### config.mk
export PLATFORM = sky130hd
export DESIGN_NAME = fb_sprite_blitter
export DESIGN_NICKNAME = d
export VERILOG_FILES = /design/src/rtl/fb_sprite_blitter.sv
export SDC_FILE = /design/constraint.sdc
export NUM_CORES = 1
export LEC_CHECK = 0
export CAP_MARGIN = 20
export CORE_MARGIN = 2
export CORE_UTILIZATION = 50
export CTS_CLUSTER_SIZE = 24
export DETAILED_ROUTE_END_ITERATION = 8
export GPL_TIMING_DRIVEN = 0
export PLACE_DENSITY = 0.72
export SLEW_MARGIN = 20
export SYNTH_ARGS = -nofsm -noshare
export SYNTH_HDL_FRONTEND = slang
export SYNTH_SLANG_ARGS = --single-unit
### constraint.sdc
create_clock -name clk -period 7.1 [get_ports clk]
set_input_delay 0.71 -clock clk [delete_from_list [all_inputs] [get_ports clk]]
set_output_delay 0.71 -clock clk [all_outputs]
set_load 0.05 [all_outputs]
### src/rtl/fb_sprite_blitter.sv
// Sprite blitter: copies a w x h sprite from a synchronous ROM into the
// downscaled framebuffer with edge clipping and colour-key transparency.
module fb_sprite_blitter #(
  parameter int HSIZE   = 160,
  parameter int VSIZE   = 120,
  parameter int AWIDTH  = 15,
  parameter int CWIDTH  = 12,
  parameter int SWIDTH  = 8,
  parameter int SAWIDTH = 14,
  parameter int DWIDTH  = 12,
  parameter logic [DWIDTH-1:0] TRANSP = 12'h000
) (
  input  logic                      clk,
  input  logic                      rst,
  input  logic                      start,
  input  logic signed [CWIDTH-1:0]  x0,
  input  logic signed [CWIDTH-1:0]  y0,
  input  logic [SWIDTH-1:0]         w,
  input  logic [SWIDTH-1:0]         h,
  input  logic [SAWIDTH-1:0]        src_base,
  output logic [SAWIDTH-1:0]        src_addr,
  input  logic [DWIDTH-1:0]         src_data,
  output logic                      fb_we,
  output logic [AWIDTH-1:0]         fb_addr,
  output logic [DWIDTH-1:0]         fb_data,
  output logic                      busy,
  output logic                      done
);

  typedef enum logic [2:0] {
    S_IDLE,
    S_RUN,
    S_DRAIN1,
    S_DRAIN2,
    S_DONE
  } state_t;

  localparam logic signed [CWIDTH:0] HMAX =
    (CWIDTH+1)'(HSIZE - 1);
  localparam logic signed [CWIDTH:0] VMAX =
    (CWIDTH+1)'(VSIZE - 1);

  state_t state_q, state_d;

  logic signed [CWIDTH-1:0] x0_q, x0_d;
  logic signed [CWIDTH-1:0] y0_q, y0_d;
  logic [SWIDTH-1:0]  w_q, w_d;
  logic [SWIDTH-1:0]  h_q, h_d;
  logic [SWIDTH-1:0]  i_q, i_d;
  logic [SWIDTH-1:0]  j_q, j_d;
  logic [SAWIDTH-1:0] ptr_q, ptr_d;

  logic              v1_q;
  logic              vis1_q;
  logic [AWIDTH-1:0] addr1_q;

  logic              we_q;
  logic [AWIDTH-1:0] fb_addr_q;
  logic [DWIDTH-1:0] fb_data_q;

  logic                    issue;
  logic                    i_last;
  logic                    j_last;
  logic signed [CWIDTH:0]  px;
  logic signed [CWIDTH:0]  py;
  logic                    vis;
  logic [AWIDTH-1:0]       addr;

  assign i_last = (i_q == w_q - SWIDTH'(1));
  assign j_last = (j_q == h_q - SWIDTH'(1));

  // One extra bit so x0+i never overflows before the range test.
  assign px = $signed({x0_q[CWIDTH-1], x0_q})
            + $signed({{(CWIDTH+1-SWIDTH){1'b0}}, i_q});
  assign py = $signed({y0_q[CWIDTH-1], y0_q})
            + $signed({{(CWIDTH+1-SWIDTH){1'b0}}, j_q});

  assign vis = !px[CWIDTH] && (px <= HMAX)
            && !py[CWIDTH] && (py <= VMAX);

  assign addr = AWIDTH'(py) * AWIDTH'(HSIZE)
              + AWIDTH'(px);

  always_comb begin
    state_d = state_q;
    x0_d    = x0_q;
    y0_d    = y0_q;
    w_d     = w_q;
    h_d     = h_q;
    i_d     = i_q;
    j_d     = j_q;
    ptr_d   = ptr_q;
    issue   = 1'b0;
    unique case (state_q)
      S_IDLE: begin
        if (start) begin
          if (w != '0 && h != '0) begin
            x0_d    = x0;
            y0_d    = y0;
            w_d     = w;
            h_d     = h;
            i_d     = '0;
            j_d     = '0;
            ptr_d   = src_base;
            state_d = S_RUN;
          end else begin
            state_d = S_DONE;
          end
        end
      end
      S_RUN: begin
        issue = 1'b1;
        ptr_d = ptr_q + SAWIDTH'(1);
        if (i_last) begin
          i_d = '0;
          j_d = j_q + SWIDTH'(1);
          if (j_last) state_d = S_DRAIN1;
        end else begin
          i_d = i_q + SWIDTH'(1);
        end
      end
      S_DRAIN1: state_d = S_DRAIN2;
      S_DRAIN2: state_d = S_DONE;
      S_DONE:   state_d = S_IDLE;
      default:  state_d = S_IDLE;
    endcase
  end

  always_ff @(posedge clk) begin
    if (rst) begin
      state_q <= S_IDLE;
      x0_q    <= '0;
      y0_q    <= '0;
      w_q     <= '0;
      h_q     <= '0;
      i_q     <= '0;
      j_q     <= '0;
      ptr_q   <= '0;
    end else begin
      state_q <= state_d;
      x0_q    <= x0_d;
      y0_q    <= y0_d;
      w_q     <= w_d;
      h_q     <= h_d;
      i_q     <= i_d;
      j_q     <= j_d;
      ptr_q   <= ptr_d;
    end
  end

  // Address/visibility travel one stage to line up with src_data.
  always_ff @(posedge clk) begin
    if (rst) begin
      v1_q      <= 1'b0;
      vis1_q    <= 1'b0;
      addr1_q   <= '0;
      we_q      <= 1'b0;
      fb_addr_q <= '0;
      fb_data_q <= '0;
    end else begin
      v1_q   <= issue;
      vis1_q <= issue & vis;
      if (issue) addr1_q <= addr;
      we_q <= v1_q & vis1_q & (src_data != TRANSP);
      if (v1_q) begin
        fb_addr_q <= addr1_q;
        fb_data_q <= src_data;
      end
    end
  end

  assign src_addr = ptr_q;
  assign fb_we    = we_q;
  assign fb_addr  = fb_addr_q;
  assign fb_data  = fb_data_q;
  assign busy     = (state_q == S_RUN)
                 || (state_q == S_DRAIN1)
                 || (state_q == S_DRAIN2);
  assign done     = (state_q == S_DONE);

endmodule

Fig. 1: placed cells, one colour a class
The bar under the picture is 20 microns long.
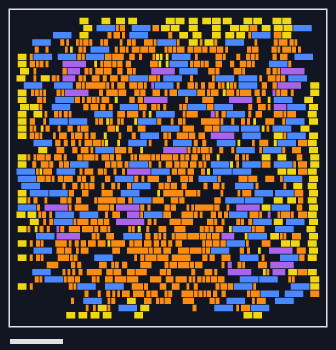
blue -> registers  # cells 118, share of their area 28%
orange -> remaining logic cells  # cells 672, share of their area 50%
yellow -> remaining buffers and delay cells  # cells 147, share of their area 15%
purple -> clock drivers and dummy loads  # cells 30, share of their area 6.7%
Core Box Area: 13,100 sq um
final instance area: 8600 sq um
fin util: 65.4%
row count: 42
flop share of the area: 27.5%

Fig. 2: signal wires on met2
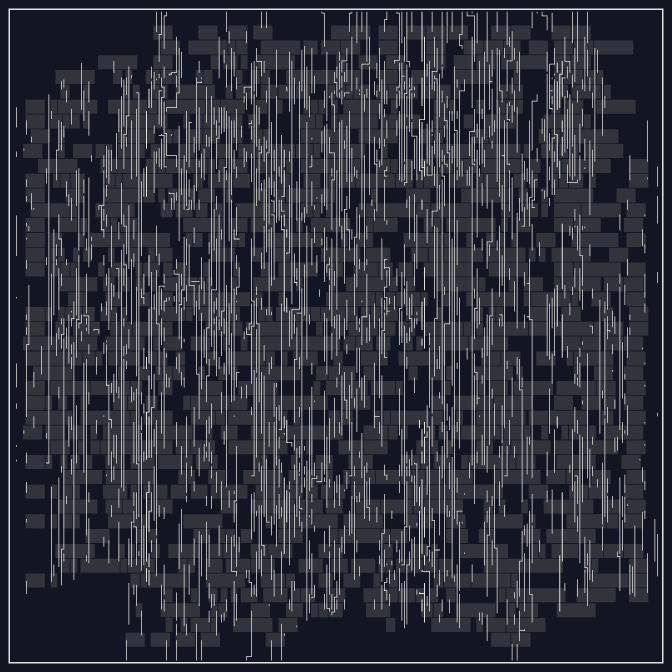
share of all routed wire = 46%
nets with wire on the layer = 870
wire length on this layer = 8,070 microns
total detailed-routing wirelength: 17.4 mm
grt met2 use: 41.7%

Fig. 3: selected gate families
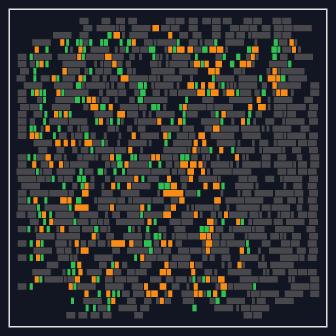
green -> nand cells  # cells 173, most used nand2_1, where widely spread
orange -> aoi and oai cells  # cells 167, most used a21oi_1
Cell Count, Final, Fillers Out: 1,143
highest-count logic cell in the final layout: nand2_1
combinational share of cell area: 47.9%

==> results.cfg <==
; synthesis and place-and-route metrics
[final_timing]
finalSetupTns_ns = 0
fin_hold_ws_ns = 0.433

[die]
die_h_microns = 120
die_w_microns = 120

[yosys]
ys_types = 61
synth_cells = 826
yosys_area_sq_um = 6700
yosys_warnings = 0
syn-num-nets = 942
syn_avg_cell_area_sq_um = 8.11
ys_sh_mux_pct = 4.48
topCellsByArea = dfxtp_1 35%, ha_1 8.0%, nand2_1 7.3%
ys_top_cells_by_count = 130 x nand2_1, 118 x dfxtp_1, 82 x nor2_1, 79 x a21oi_1, 43 x ha_1

[clock_tree]
clockBufferDepth = 2
root_buffer = clkbuf_16
cts-hold-fix-buffers = 0
ctsResizeCount = 0

[grt]
grt_start_max_net_pins = 17
grtUsageTotal_pct = 25.2
gr-total-overflow = 0

[outcome]
outcome = finished clean

[placement]
port_buffers = 111
post-place-ws_ns = 2.67
placed_area_sq_um = 8040
dp_cells = 1113

[setup_path]
crit_buf_inv = 2
cpLargestDelayFamily = adder cells

[layout]
layout.nets = 1072

[min_path]
hp-class = reg2reg

[drt]
postRouteAntennaNets = 0

[job]
maxCapViolations = 0
Fig. 4: routed clock nets over the placement
The bar under the picture is 20 microns long.
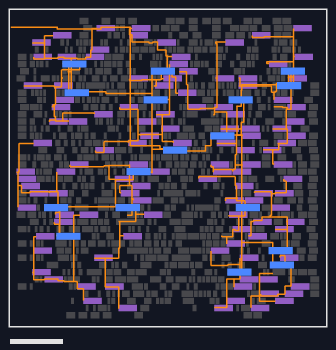
orange -> clock wires  # length 1,560 microns
purple -> flip-flops  # count 118
blue -> clock-net drivers  # count 17
flops lie = widely spread
clk_skew: 0.00621 ns
clock power share: 44.0%
clock latency on the worst-skew pair: 0.41 ns

Fig. 5: cell outlines without signal wires
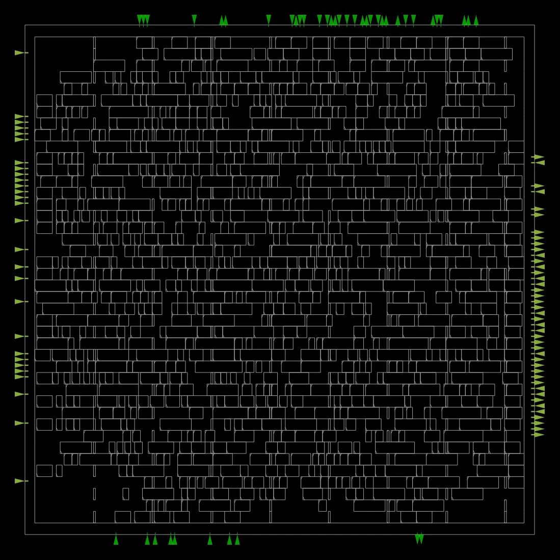
Fillers: 1,193
flip-flops: 118
n_taps: 176

==> path summary, 6_finish.rpt <==
check	from	end	slack, ns	depth (start not counted)
worst min-delay path	vis1_q	fb_we	0.43	2
worst max-delay path	j_q[0]	addr1_q[14]	2.63	20
worst max register to register	j_q[0]	addr1_q[14]	2.63	20
worst min register to register	vis1_q	fb_we	0.43	2
==> placed cells by master, fill, tap and decap left out, types with 12 or more instances in the layout <==
master | netlist | routed
nand3_1 | 25 | 25
nor3_1 | 14 | 13
ha_1 | 43 | 43
clkbuf_16 | 0 | 17
nor2b_1 | 12 | 12
clkbuf_1 | 30 | 34
xor2_1 | 23 | 23
inv_1 | 24 | 24
xnor2_1 | 25 | 25
nand2_1 | 130 | 130
clkdlybuf4s50_1 | 0 | 111
mux2i_1 | 30 | 30
dfxtp_1 | 118 | 118
nor2_1 | 82 | 82
a21oi_1 | 79 | 79
o21ai_0 | 30 | 30
==> state kept, by name, summed over array words and instances, names as in the netlist, 12 cells and up <==
name	cells
y0_q	12
addr1_q	15
x0_q	12
src_addr	14
fb_data	12
fb_addr	15
==> area by class of cell <==
type	instances	area, sq um
tap	176	220
clock buffer	27	523
clock inverter	3	40.0
sequential	118	2360
timing repair buffer	111	1110
buffer	36	135
fill	1193	4540
multi-input combinational	648	4120
inverter	24	90.1
==> metal layers <==
metal | GRT usage [%] | wire length [microns]
met4 | 10.7 | 474
met1 | 31.6 | 7910
met2 | 41.7 | 8070
met3 | 5.51 | 932
met5 | 0 | 0
==> report_power, final <==
| part | total, W | leakage, nW | internal, W | switching, W |
|---|---|---|---|---|
| Sequential | 0.000726 | 0.963 | 0.000695 | 0.0000308 |
| Combinational | 0.000314 | 2.18 | 0.000135 | 0.000179 |
| Clock | 0.000816 | 0.279 | 0.000532 | 0.000284 |
No activity file was given, so power comes from the tool's default toggle rates.
